### PDN straps and rails

Bar = 20 um. Pins as bars on the die edge. Tap cells in grey.
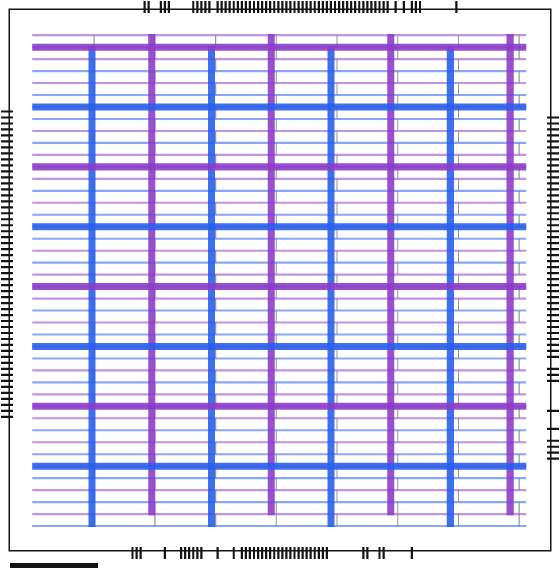
### Cells coloured by class

Bar = 20 um.
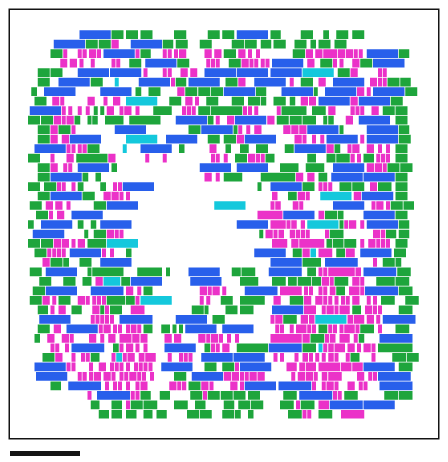
`src/rtl/id_ex_register_pkg.sv`:
```
// Shared definitions for the ID/EX pipeline latch: default sizes, control
// bundle bit positions and load-use FSM state codes.
package id_ex_register_pkg;

  // Default geometry of the ID/EX latch.
  localparam int DEF_DATA_SIZE       = 32;
  localparam int DEF_ADDR_SIZE       = 5;
  localparam int DEF_CTRL_SIZE       = 10;
  localparam int DEF_CNT_SIZE        = 16;
  localparam int DEF_LOAD_USE_STALLS = 1;

  // Down-counter width; large enough for up to 7 bubbles per hazard.
  localparam int STALL_CNT_W = 3;

  // Bit positions inside the decoded control bundle.
  localparam int CTRL_REG_WRITE  = 0;
  localparam int CTRL_MEM_TO_REG = 1;
  localparam int CTRL_MEM_WRITE  = 2;
  localparam int CTRL_MEM_READ   = 3;
  localparam int CTRL_BRANCH     = 4;
  localparam int CTRL_ALU_SRC    = 5;
  localparam int CTRL_REG_DST    = 6;
  localparam int CTRL_ALU_OP_LO  = 7;
  localparam int CTRL_ALU_OP_HI  = 9;

  // Load-use FSM state codes.
  localparam logic [0:0] ST_RUN   = 1'b0;
  localparam logic [0:0] ST_STALL = 1'b1;

endpackage

```
`src/rtl/id_ex_register_load_use_detector.sv`:
```
// Load-use hazard detection for the ID/EX stage: compares the load held in EX
// against the sources of the instruction in ID, and sequences the bubbles.
module load_use_detector
  import id_ex_register_pkg::*;
#(
  parameter int ADDR_SIZE       = DEF_ADDR_SIZE,
  parameter int LOAD_USE_STALLS = DEF_LOAD_USE_STALLS
) (
  input  logic                 i_clock,
  input  logic                 i_reset,
  input  logic                 i_enable,
  input  logic                 i_flush,
  input  logic                 i_ex_mem_read,
  input  logic [ADDR_SIZE-1:0] i_ex_rt,
  input  logic [ADDR_SIZE-1:0] i_id_rs,
  input  logic [ADDR_SIZE-1:0] i_id_rt,
  input  logic                 i_id_uses_rt,
  output logic                 o_stall
);

  logic [0:0]             state_q, state_d;
  logic [STALL_CNT_W-1:0] cnt_q, cnt_d;
  logic                   hazard;

  // A load into $zero never produces a usable value, so it cannot cause a stall.
  assign hazard = i_ex_mem_read && (i_ex_rt != '0) &&
                  ((i_ex_rt == i_id_rs) || (i_id_uses_rt && (i_ex_rt == i_id_rt)));

  // Stall request: fresh hazard in RUN or remaining bubbles in STALL; a flush wins.
  assign o_stall = i_enable && !i_flush &&
                   (((state_q == ST_RUN) && hazard) || (state_q == ST_STALL));

  // Next-state and down-counter; the first stall cycle is spent in RUN.
  always_comb begin
    // NOTE: defaults first so every path assigns every output -- no latch is inferred.
    state_d = state_q;
    cnt_d   = cnt_q;
    if (i_enable) begin
      if (i_flush) begin
        state_d = ST_RUN;
        cnt_d   = '0;
      end else if (state_q == ST_RUN) begin
        if (hazard && (LOAD_USE_STALLS > 1)) begin
          state_d = ST_STALL;
          cnt_d   = STALL_CNT_W'(LOAD_USE_STALLS - 1);
        end
      end else begin
        cnt_d = cnt_q - STALL_CNT_W'(1);
        if (cnt_q == STALL_CNT_W'(1)) begin
          state_d = ST_RUN;
        end
      end
    end
  end

  // FSM state and remaining-bubble counter.
  always_ff @(posedge i_clock or negedge i_reset) begin
    // NOTE: sequential state uses non-blocking assignment so every flop samples pre-edge values.
    if (!i_reset) begin
      state_q <= ST_RUN;
      cnt_q   <= '0;
    end else begin
      state_q <= state_d;
      cnt_q   <= cnt_d;
    end
  end

endmodule

```
`src/rtl/id_ex_register.sv`:
```
// ID/EX pipeline latch: carries the decoded control bundle, register fields,
// immediate and PC+4 into EX, inserting bubbles on load-use hazards and flushes.
module id_ex_register
  import id_ex_register_pkg::*;
#(
  parameter int DATA_SIZE       = DEF_DATA_SIZE,
  parameter int ADDR_SIZE       = DEF_ADDR_SIZE,
  parameter int CTRL_SIZE       = DEF_CTRL_SIZE,
  parameter int LOAD_USE_STALLS = DEF_LOAD_USE_STALLS,
  parameter int CNT_SIZE        = DEF_CNT_SIZE
) (
  input  logic                 i_clock,
  input  logic                 i_reset,
  input  logic                 i_enable,
  input  logic                 i_flush,
  input  logic [CTRL_SIZE-1:0] i_ctrl,
  input  logic [ADDR_SIZE-1:0] i_rs,
  input  logic [ADDR_SIZE-1:0] i_rt,
  input  logic [ADDR_SIZE-1:0] i_rd,
  input  logic                 i_uses_rt,
  input  logic [DATA_SIZE-1:0] i_imm_ext,
  input  logic [DATA_SIZE-1:0] i_pc_plus4,
  output logic [CTRL_SIZE-1:0] o_ctrl,
  output logic [ADDR_SIZE-1:0] o_rs,
  output logic [ADDR_SIZE-1:0] o_rt,
  output logic [ADDR_SIZE-1:0] o_rd,
  output logic [DATA_SIZE-1:0] o_imm_ext,
  output logic [DATA_SIZE-1:0] o_pc_plus4,
  output logic                 o_stall,
  output logic [CNT_SIZE-1:0]  o_stall_count
);

  logic [CTRL_SIZE-1:0] ctrl_q, ctrl_d;
  logic [ADDR_SIZE-1:0] rs_q, rs_d;
  logic [ADDR_SIZE-1:0] rt_q, rt_d;
  logic [ADDR_SIZE-1:0] rd_q, rd_d;
  logic [DATA_SIZE-1:0] imm_ext_q, imm_ext_d;
  logic [DATA_SIZE-1:0] pc_plus4_q, pc_plus4_d;
  logic [CNT_SIZE-1:0]  stall_count_q, stall_count_d;
  logic                 stall;

  load_use_detector #(
    .ADDR_SIZE       (ADDR_SIZE),
    .LOAD_USE_STALLS (LOAD_USE_STALLS)
  ) u_load_use_detector (
    .i_clock       (i_clock),
    .i_reset       (i_reset),
    .i_enable      (i_enable),
    .i_flush       (i_flush),
    .i_ex_mem_read (ctrl_q[CTRL_MEM_READ]),
    .i_ex_rt       (rt_q),
    .i_id_rs       (i_rs),
    .i_id_rt       (i_rt),
    .i_id_uses_rt  (i_uses_rt),
    .o_stall       (stall)
  );

  // Capture priority: flush clears everything, stall inserts a bubble, else pass ID through.
  always_comb begin
    ctrl_d     = ctrl_q;
    rs_d       = rs_q;
    rt_d       = rt_q;
    rd_d       = rd_q;
    imm_ext_d  = imm_ext_q;
    pc_plus4_d = pc_plus4_q;
    if (i_enable) begin
      if (i_flush) begin
        ctrl_d     = '0;
        rs_d       = '0;
        rt_d       = '0;
        rd_d       = '0;
        imm_ext_d  = '0;
        pc_plus4_d = '0;
      end else if (stall) begin
        ctrl_d = '0;
      end else begin
        ctrl_d     = i_ctrl;
        rs_d       = i_rs;
        rt_d       = i_rt;
        rd_d       = i_rd;
        imm_ext_d  = i_imm_ext;
        pc_plus4_d = i_pc_plus4;
      end
    end
  end

  // Saturating count of stall cycles; the stall already implies the stage is enabled.
  always_comb begin
    stall_count_d = stall_count_q;
    if (stall && (stall_count_q != '1)) begin
      stall_count_d = stall_count_q + CNT_SIZE'(1);
    end
  end

  // Pipeline latch and stall counter registers.
  always_ff @(posedge i_clock or negedge i_reset) begin
    if (!i_reset) begin
      ctrl_q        <= '0;
      rs_q          <= '0;
      rt_q          <= '0;
      rd_q          <= '0;
      imm_ext_q     <= '0;
      pc_plus4_q    <= '0;
      stall_count_q <= '0;
    end else begin
      ctrl_q        <= ctrl_d;
      rs_q          <= rs_d;
      rt_q          <= rt_d;
      rd_q          <= rd_d;
      imm_ext_q     <= imm_ext_d;
      pc_plus4_q    <= pc_plus4_d;
      stall_count_q <= stall_count_d;
    end
  end

  assign o_ctrl        = ctrl_q;
  assign o_rs          = rs_q;
  assign o_rt          = rt_q;
  assign o_rd          = rd_q;
  assign o_imm_ext     = imm_ext_q;
  assign o_pc_plus4    = pc_plus4_q;
  assign o_stall       = stall;
  assign o_stall_count = stall_count_q;

endmodule

```
`config.mk`:
```
export PLATFORM = sky130hd
export DESIGN_NAME = id_ex_register
export DESIGN_NICKNAME = d
export VERILOG_FILES = /design/src/rtl/id_ex_register_pkg.sv /design/src/rtl/id_ex_register_load_use_detector.sv /design/src/rtl/id_ex_register.sv
export SDC_FILE = /design/constraint.sdc
export NUM_CORES = 1
export LEC_CHECK = 0
export ABC_AREA = 1
export CAP_MARGIN = 20
export CORE_MARGIN = 5
export CORE_UTILIZATION = 40
export DETAILED_ROUTE_END_ITERATION = 16
export GPL_TIMING_DRIVEN = 0
export PLACE_DENSITY = 0.76
export SLEW_MARGIN = 20
export SYNTH_ARGS = -nofsm -noshare
export SYNTH_HDL_FRONTEND = slang
export SYNTH_SLANG_ARGS = --single-unit
```
`constraint.sdc`:
```
create_clock -name i_clock -period 1.7 [get_ports i_clock]
set_clock_uncertainty 0.1 [all_clocks]
set_input_delay 0.34 -clock i_clock [delete_from_list [all_inputs] [get_ports i_clock]]
set_output_delay 0.34 -clock i_clock [all_outputs]
set_load 0.05 [all_outputs]
```
==> ci_impl_report.md <==
## Implementation flow summary

| Metric | Value |
|---|---|
| Failing checks | `setup timing` |
| Final-stage net count | `955` |
| Adder Share, Synth | `0.7391%` |
| Final setup margin | `-0.3817 ns` |
| Share of cells above drive strength 1 | `21.81%` |
| Post-DR vias/cell | `5.095` |
| Relative slew slack | `63.66%` |
| Mapped Cells | `607` |
| R2r worst-path depth | `16` |
| Drt drc | `0` |
| Clkbuf count | `13` |
| Max-cap violations | `0` |
| Cycle use final | `122.4%` |
| Comb pwr share | `25.8%` |
| Met3 global-route usage | `5.530%` |
| Post-CTS Hold Buffers | `1` |
| Post-Place Cells | `979` |
| Sw Pwr | `2.107 mW` |
| Clk buf depth | `2` |
| Startpoint types | `register` |
| Register area | `2750 um^2` |
| Tightest Hold Check Type | `primary input to register` |
| First-pass GRT wire length | `25.87 mm` |
| Tool warnings | `30` |
| PwrDens | `788.2 nW/um^2` |
| Worst flop-to-flop path endpoint | `o_pc_plus4[7]` |
| Crit path time final | `2.082 ns` |
| Die area | `15050 um^2` |
| Gate Area | `2206 um^2` |
| Comb. pwr | `1.67 mW` |
| Status | `finished, violations left` |
| Setup CP Type | `register to primary output` |
| # setup viols final | `108` |
| Area fraction in xor and xnor cells | `2.242%` |
| Max FO, Critical Path | `6` |
| Yosys cell count | `607` |
| Hold depth | `3` |
| Max-area cell class | `sequential cells` |
| Yosys Chip Area | `5079 um^2` |
| Final hold slack | `0.3075 ns` |
| Hold_sp | `i_rt[0]` |
| Reg2reg start | `o_rt[4]` |
| Non-filler cells, final | `1034` |
| Synth mux share | `0%` |
| Crit path launch | `o_rt[4]` |
Notes on 'PDN straps and rails' above:
[blue] VSS
[purple] VDD
tap cells: 172
met1 rails: 42
die y size: 122.7 um
Placeable Area: 12520 um^2
VDD IR max: 0.4021 mV
DIE WIDTH: 122.7 um

Notes on 'Cells coloured by class' above:
[blue] flip-flops | cells: 109
[magenta] all other logic | cells: 455
[green] other buffers and delay cells | cells: 283
[cyan] clock drivers and dummy loads | cells: 15
sequential fraction of total cell area: 33.37%
Util after Layout: 65.83%
Final Cell Area: 8240 um^2
row cnt: 41

Power and IR drop assume default switching activity.
